Ports around the boundary:
Scale: 1.5 px per um. Pins as bars across the die edge, other pins in gray.
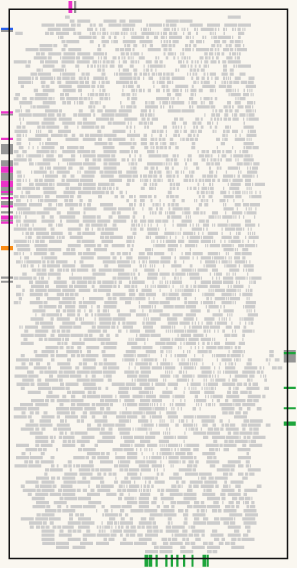
A small window of the routed layout:
Window x 113 to 163, y 249 to 299 um. Cells in gray, sequential cells in the stronger gray; small squares are vias.
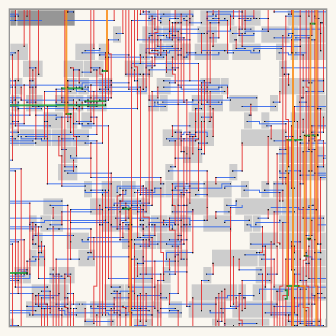
==> config.mk <==
export PLATFORM = sky130hd
export DESIGN_NAME = iir_biquad_mc
export DESIGN_NICKNAME = d
export VERILOG_FILES = /design/src/rtl/lib_switchblock_pkg.sv /design/src/rtl/iir_round_sat.sv /design/src/rtl/iir_biquad_mc.sv
export SDC_FILE = /design/constraint.sdc
export NUM_CORES = 2
export LEC_CHECK = 0
export CAP_MARGIN = 30
export CORE_ASPECT_RATIO = 2
export CORE_MARGIN = 2
export CORE_UTILIZATION = 50
export DETAILED_ROUTE_END_ITERATION = 8
export PLACE_DENSITY = 0.62
export SYNTH_ARGS = -nofsm -noshare
export SYNTH_HDL_FRONTEND = slang
export SYNTH_HIERARCHICAL = 1
export SYNTH_SLANG_ARGS = --single-unit
export TNS_END_PERCENT = 100
==> constraint.sdc <==
create_clock -name clk_i -period 14.3 [get_ports clk_i]
set_input_delay 1.43 -clock clk_i [delete_from_list [all_inputs] [get_ports clk_i]]
set_output_delay 1.43 -clock clk_i [all_outputs]
set_load 0.05 [all_outputs]
==> src/rtl/lib_switchblock_pkg.sv <==
// rtl/lib_switchblock_pkg.sv - shared types for the switch-block filter stages
package lib_switchblock_pkg;

  typedef enum logic [2:0] {
    TAP_B0 = 3'd0,
    TAP_B1 = 3'd1,
    TAP_B2 = 3'd2,
    TAP_A1 = 3'd3,
    TAP_A2 = 3'd4
  } biquad_tap_e;

  typedef enum logic [1:0] {
    IDLE = 2'd0,
    MAC  = 2'd1,
    OUT  = 2'd2
  } biquad_state_e;

  // Taps that reset to 1.0 (bit index = biquad_tap_e); only b0 gives a unity passthrough.
  localparam logic [4:0] BIQUAD_UNITY = 5'b00001;

endpackage

==> src/rtl/iir_round_sat.sv <==
// rtl/iir_round_sat.sv - round-half-up and clamp a wide accumulator to a sample
module iir_round_sat #(
  parameter int ACC_W  = 37,
  parameter int FRAC_W = 16,
  parameter int DATA_W = 16
) (
  input  logic signed [ACC_W-1:0]  acc_i,
  output logic signed [DATA_W-1:0] data_o,
  output logic                     sat_o
);

  // One extra bit so the rounding constant can never wrap the sum.
  localparam int SUM_W = ACC_W + 1;
  localparam int SH_W  = SUM_W - FRAC_W;

  localparam logic signed [SH_W-1:0] MAX_V = {{(SH_W-DATA_W+1){1'b0}}, {(DATA_W-1){1'b1}}};
  localparam logic signed [SH_W-1:0] MIN_V = {{(SH_W-DATA_W+1){1'b1}}, {(DATA_W-1){1'b0}}};

  logic signed [SUM_W-1:0] sum;
  logic signed [SH_W-1:0]  shifted;

  always_comb begin
    sum     = {acc_i[ACC_W-1], acc_i} + (SUM_W'(1) << (FRAC_W - 1));
    shifted = SH_W'(sum >>> FRAC_W);
    sat_o   = 1'b0;
    data_o  = shifted[DATA_W-1:0];
    if (shifted > MAX_V) begin
      sat_o  = 1'b1;
      data_o = MAX_V[DATA_W-1:0];
    end else if (shifted < MIN_V) begin
      sat_o  = 1'b1;
      data_o = MIN_V[DATA_W-1:0];
    end
  end

endmodule

==> src/rtl/iir_biquad_mc.sv <==
// rtl/iir_biquad_mc.sv - time-multiplexed multi-channel biquad with one shared multiplier
module iir_biquad_mc
  import lib_switchblock_pkg::*;
#(
  parameter int DATA_W = 16,
  parameter int COEF_W = 18,
  parameter int FRAC_W = 16,
  parameter int NUM_CH = 4,
  localparam int CH_W  = (NUM_CH > 1) ? $clog2(NUM_CH) : 1,
  localparam int ACC_W = DATA_W + COEF_W + 3
) (
  input  logic              clk_i,
  input  logic              reset_ni,
  input  logic              in_valid_i,
  output logic              in_ready_o,
  input  logic [CH_W-1:0]   in_ch_i,
  input  logic [DATA_W-1:0] in_data_i,
  input  logic              bypass_i,
  input  logic              state_clr_i,
  input  logic              coef_we_i,
  input  logic [2:0]        coef_sel_i,
  input  logic [COEF_W-1:0] coef_data_i,
  output logic              out_valid_o,
  output logic [CH_W-1:0]   out_ch_o,
  output logic [DATA_W-1:0] out_data_o,
  output logic              out_sat_o
);

  localparam int PROD_W = DATA_W + COEF_W;
  localparam logic signed [COEF_W-1:0] COEF_ONE = COEF_W'(1) << FRAC_W;
  localparam logic [CH_W:0] NUM_CH_L = (CH_W + 1)'(NUM_CH);

  biquad_state_e state_q, state_d;
  biquad_tap_e   tap_q, tap_d;
  logic                     ready_q;
  logic [CH_W-1:0]          ch_q;
  logic signed [DATA_W-1:0] x_q;
  logic                     byp_q;
  logic                     drop_q;
  logic signed [ACC_W-1:0]  acc_q, acc_d;

  logic signed [COEF_W-1:0] coef_q [5];
  logic signed [DATA_W-1:0] x1_q [NUM_CH];
  logic signed [DATA_W-1:0] x2_q [NUM_CH];
  logic signed [DATA_W-1:0] y1_q [NUM_CH];
  logic signed [DATA_W-1:0] y2_q [NUM_CH];

  logic                     out_valid_q;
  logic [CH_W-1:0]          out_ch_q;
  logic [DATA_W-1:0]        out_data_q;
  logic                     out_sat_q;

  logic                     accept;
  logic                     last_tap;
  logic [CH_W-1:0]          hidx;
  logic signed [DATA_W-1:0] opnd;
  logic signed [COEF_W-1:0] coef_m;
  logic signed [PROD_W-1:0] prod;
  logic signed [ACC_W-1:0]  term;
  logic signed [DATA_W-1:0] y_rs, y_fin;
  logic                     sat_rs, sat_fin;

  assign accept   = ready_q && in_valid_i && !state_clr_i;
  assign last_tap = (state_q == MAC) && (tap_q == TAP_A2);

  always_comb begin
    hidx   = drop_q ? '0 : ch_q;
    opnd   = x_q;
    coef_m = coef_q[0];
    case (tap_q)
      TAP_B0:  begin opnd = x_q;        coef_m = coef_q[0]; end
      TAP_B1:  begin opnd = x1_q[hidx]; coef_m = coef_q[1]; end
      TAP_B2:  begin opnd = x2_q[hidx]; coef_m = coef_q[2]; end
      TAP_A1:  begin opnd = y1_q[hidx]; coef_m = coef_q[3]; end
      TAP_A2:  begin opnd = y2_q[hidx]; coef_m = coef_q[4]; end
      default: begin opnd = x_q;        coef_m = coef_q[0]; end
    endcase
    prod  = opnd * coef_m;
    term  = {{(ACC_W-PROD_W){prod[PROD_W-1]}}, prod};
    acc_d = (tap_q == TAP_A1 || tap_q == TAP_A2) ? acc_q - term : acc_q + term;
  end

  // Rounds the accumulator including the final tap, so the result registers on the edge into OUT.
  iir_round_sat #(
    .ACC_W (ACC_W),
    .FRAC_W(FRAC_W),
    .DATA_W(DATA_W)
  ) u_round_sat (
    .acc_i (acc_d),
    .data_o(y_rs),
    .sat_o (sat_rs)
  );

  assign y_fin   = byp_q ? x_q : y_rs;
  assign sat_fin = byp_q ? 1'b0 : sat_rs;

  always_comb begin
    state_d = state_q;
    tap_d   = tap_q;
    case (state_q)
      IDLE: if (accept) begin
        state_d = MAC;
        tap_d   = TAP_B0;
      end
      MAC: begin
        if (tap_q == TAP_A2) state_d = OUT;
        else                 tap_d   = biquad_tap_e'(tap_q + 3'd1);
      end
      OUT:     state_d = IDLE;
      default: state_d = IDLE;
    endcase
    if (state_clr_i) state_d = IDLE;
  end

  always_ff @(posedge clk_i or negedge reset_ni) begin
    if (!reset_ni) begin
      state_q     <= IDLE;
      tap_q       <= TAP_B0;
      ready_q     <= 1'b0;
      ch_q        <= '0;
      x_q         <= '0;
      byp_q       <= 1'b0;
      drop_q      <= 1'b0;
      acc_q       <= '0;
      out_valid_q <= 1'b0;
      out_ch_q    <= '0;
      out_data_q  <= '0;
      out_sat_q   <= 1'b0;
      for (int i = 0; i < 5; i++) coef_q[i] <= BIQUAD_UNITY[i] ? COEF_ONE : '0;
      for (int i = 0; i < NUM_CH; i++) begin
        x1_q[i] <= '0;
        x2_q[i] <= '0;
        y1_q[i] <= '0;
        y2_q[i] <= '0;
      end
    end else begin
      state_q     <= state_d;
      tap_q       <= tap_d;
      ready_q     <= (state_d == IDLE);
      out_valid_q <= 1'b0;

      if (accept) begin
        ch_q   <= in_ch_i;
        x_q    <= in_data_i;
        byp_q  <= bypass_i;
        drop_q <= ({1'b0, in_ch_i} >= NUM_CH_L);
        acc_q  <= '0;
      end else if (state_q == MAC) begin
        acc_q  <= acc_d;
      end

      if (ready_q && coef_we_i && coef_sel_i <= 3'd4) coef_q[coef_sel_i] <= coef_data_i;

      if (state_clr_i) begin
        for (int i = 0; i < NUM_CH; i++) begin
          x1_q[i] <= '0;
          x2_q[i] <= '0;
          y1_q[i] <= '0;
          y2_q[i] <= '0;
        end
      end else if (last_tap && !drop_q) begin
        out_valid_q    <= 1'b1;
        out_ch_q       <= ch_q;
        out_data_q     <= y_fin;
        out_sat_q      <= sat_fin;
        x2_q[ch_q]     <= x1_q[ch_q];
        x1_q[ch_q]     <= x_q;
        y2_q[ch_q]     <= y1_q[ch_q];
        y1_q[ch_q]     <= y_fin;
      end
    end
  end

  assign in_ready_o  = ready_q;
  assign out_valid_o = out_valid_q;
  assign out_ch_o    = out_ch_q;
  assign out_data_o  = out_data_q;
  assign out_sat_o   = out_sat_q;

endmodule

==> impl_metrics.tcl <==
# collected from the flow reports
set metrics [dict create \
    sh_comb_area_pct 55.4 \
    use_met1_pct 32.6 \
    drc 0 \
    fmax_mhz 74.8 \
    finalClockPeriodUsage_pct 93.4 \
    place_congestion 0.938 \
    start_kind "register" \
    cts_max_level 2 \
    worst_pin_slew_ns 1.15 \
    status "complete, no violations" \
    final-clk-cell-share_pct 3.69 \
    regMostFlops "coef_q" \
    cp.arrival_ns 13.82 \
    wl_per_cell_um 24.6 \
    grt_antenna_before_repair 0 \
    path_delay_family "AND-OR/OR-AND gates" \
    chipArea_sq_mm 0.0674 \
    rsz0062_at_grt "false" \
    comb_area_sq_mm 0.0199 \
    crit_required_ns 14.76 \
    cts_buffer_depth 3 \
    signal_buffers 163 \
    vias 24858 \
    grt_pass1_wl_um 157000 \
    initial_core_util_pct 50.5 \
    cts_tree "built" \
    r2r_slack_ns 0.94 \
    antenna_left 0 \
    r2r-start "tap_q[0]$_DFFE_PN0P_" \
    regArea_sq_mm 0.0107 \
    crit_slowest_cell "fa_1" \
    worstSetupEndpointType "register" \
    grt_max_degree 196 \
    slowest_delay_ns 0.56 \
    cts_sinks 428 \
    hold_depth 1 \
    drtIter0Drc 1682 \
    core_area_sq_mm 0.0646 \
    buffer_area_share_pct 4.29 \
    setup-tns-final_ns 0 \
    cts_made_buffers 41 \
    clockBufferCount 57 \
    path_clk_slew_ns 0.07 \
    cp_num_buf_inv 10 \
    inv_count 363 \
    ys_warn_count 6 \
    clk_latency_ns 0.59 \
    cp_max_fo 17 \
    warnings 31 \
    worst_hold_slack_ns 0.479 \
    antenna_cells 0 \
    wirelength_um 99700 \
    finClkSkew_ns 0.0239 \
    dp_cells 3984 \
    cp-endpoint "y1_q[20]$_DFFE_PN0P_" \
    wl_met1_um 33600 \
    dp_hpwl_um 74700 \
    largest_register_ff_count 90 \
    layout.nets 3623 \
    busiest_layer "met2" \
    layout_top_cells "425 x dfrtp_1, 362 x inv_1, 292 x fa_1" \
    maxCapViolations 0 \
    cts_setup_buffers 0 \
    setup_viol 0 \
    vias_per_cell 6.12 \
    utilization_pct 55.6 \
    cp-startpoint "tap_q[0]$_DFFE_PN0P_" \
    ctsHoldBuffers 0 \
    post-place-ws_ns 0.966 \
    drt-pass1-iter-count 5 \
    track_usage_pct 30.8 \
    relSlewSlack_pct 23.3 \
    post_cts_resized 0 \
    dpl_cell_area_sq_mm 0.0346 \
    sh_seq_area_pct 29.8 \
    maxUsedRoutingLayer "met4" \
    grt-ovfl-total 0 \
    flops 428 \
    hold_path.class "reg -> reg" \
    hold_viol_final 0 \
    root_buffer "clkbuf_16" \
    syn_area_per_cell_sq_um 10.4 \
]
-- 'ports around the boundary' (at the start) --
orange -> `in_ch_i`  # pins 2, direction input, edge west
green -> `coef_data_i`  # pins 18, direction input, edge 13 south, 5 east
blue -> `clk_i`  # pins 1, direction input, edge west
magenta -> `out_data_o`  # pins 16, direction output, edge 14 west, 2 north
all pins by edge = 40 west, 13 south, 10 east, 3 north
Horiz. Die Dim: 185 um
die height: 365 um
buffers added on ports: 65

-- 'a small window of the routed layout' (at the start) --
blue -> met1
green -> met3
red -> met2
orange -> met4
netlist names of flops here include = `acc_q` (1)
sequential cells in the window = 1
cells with their middle in the window = 173
most frequent = inv_1 (29), nor2_1 (18), ha_1 (15)

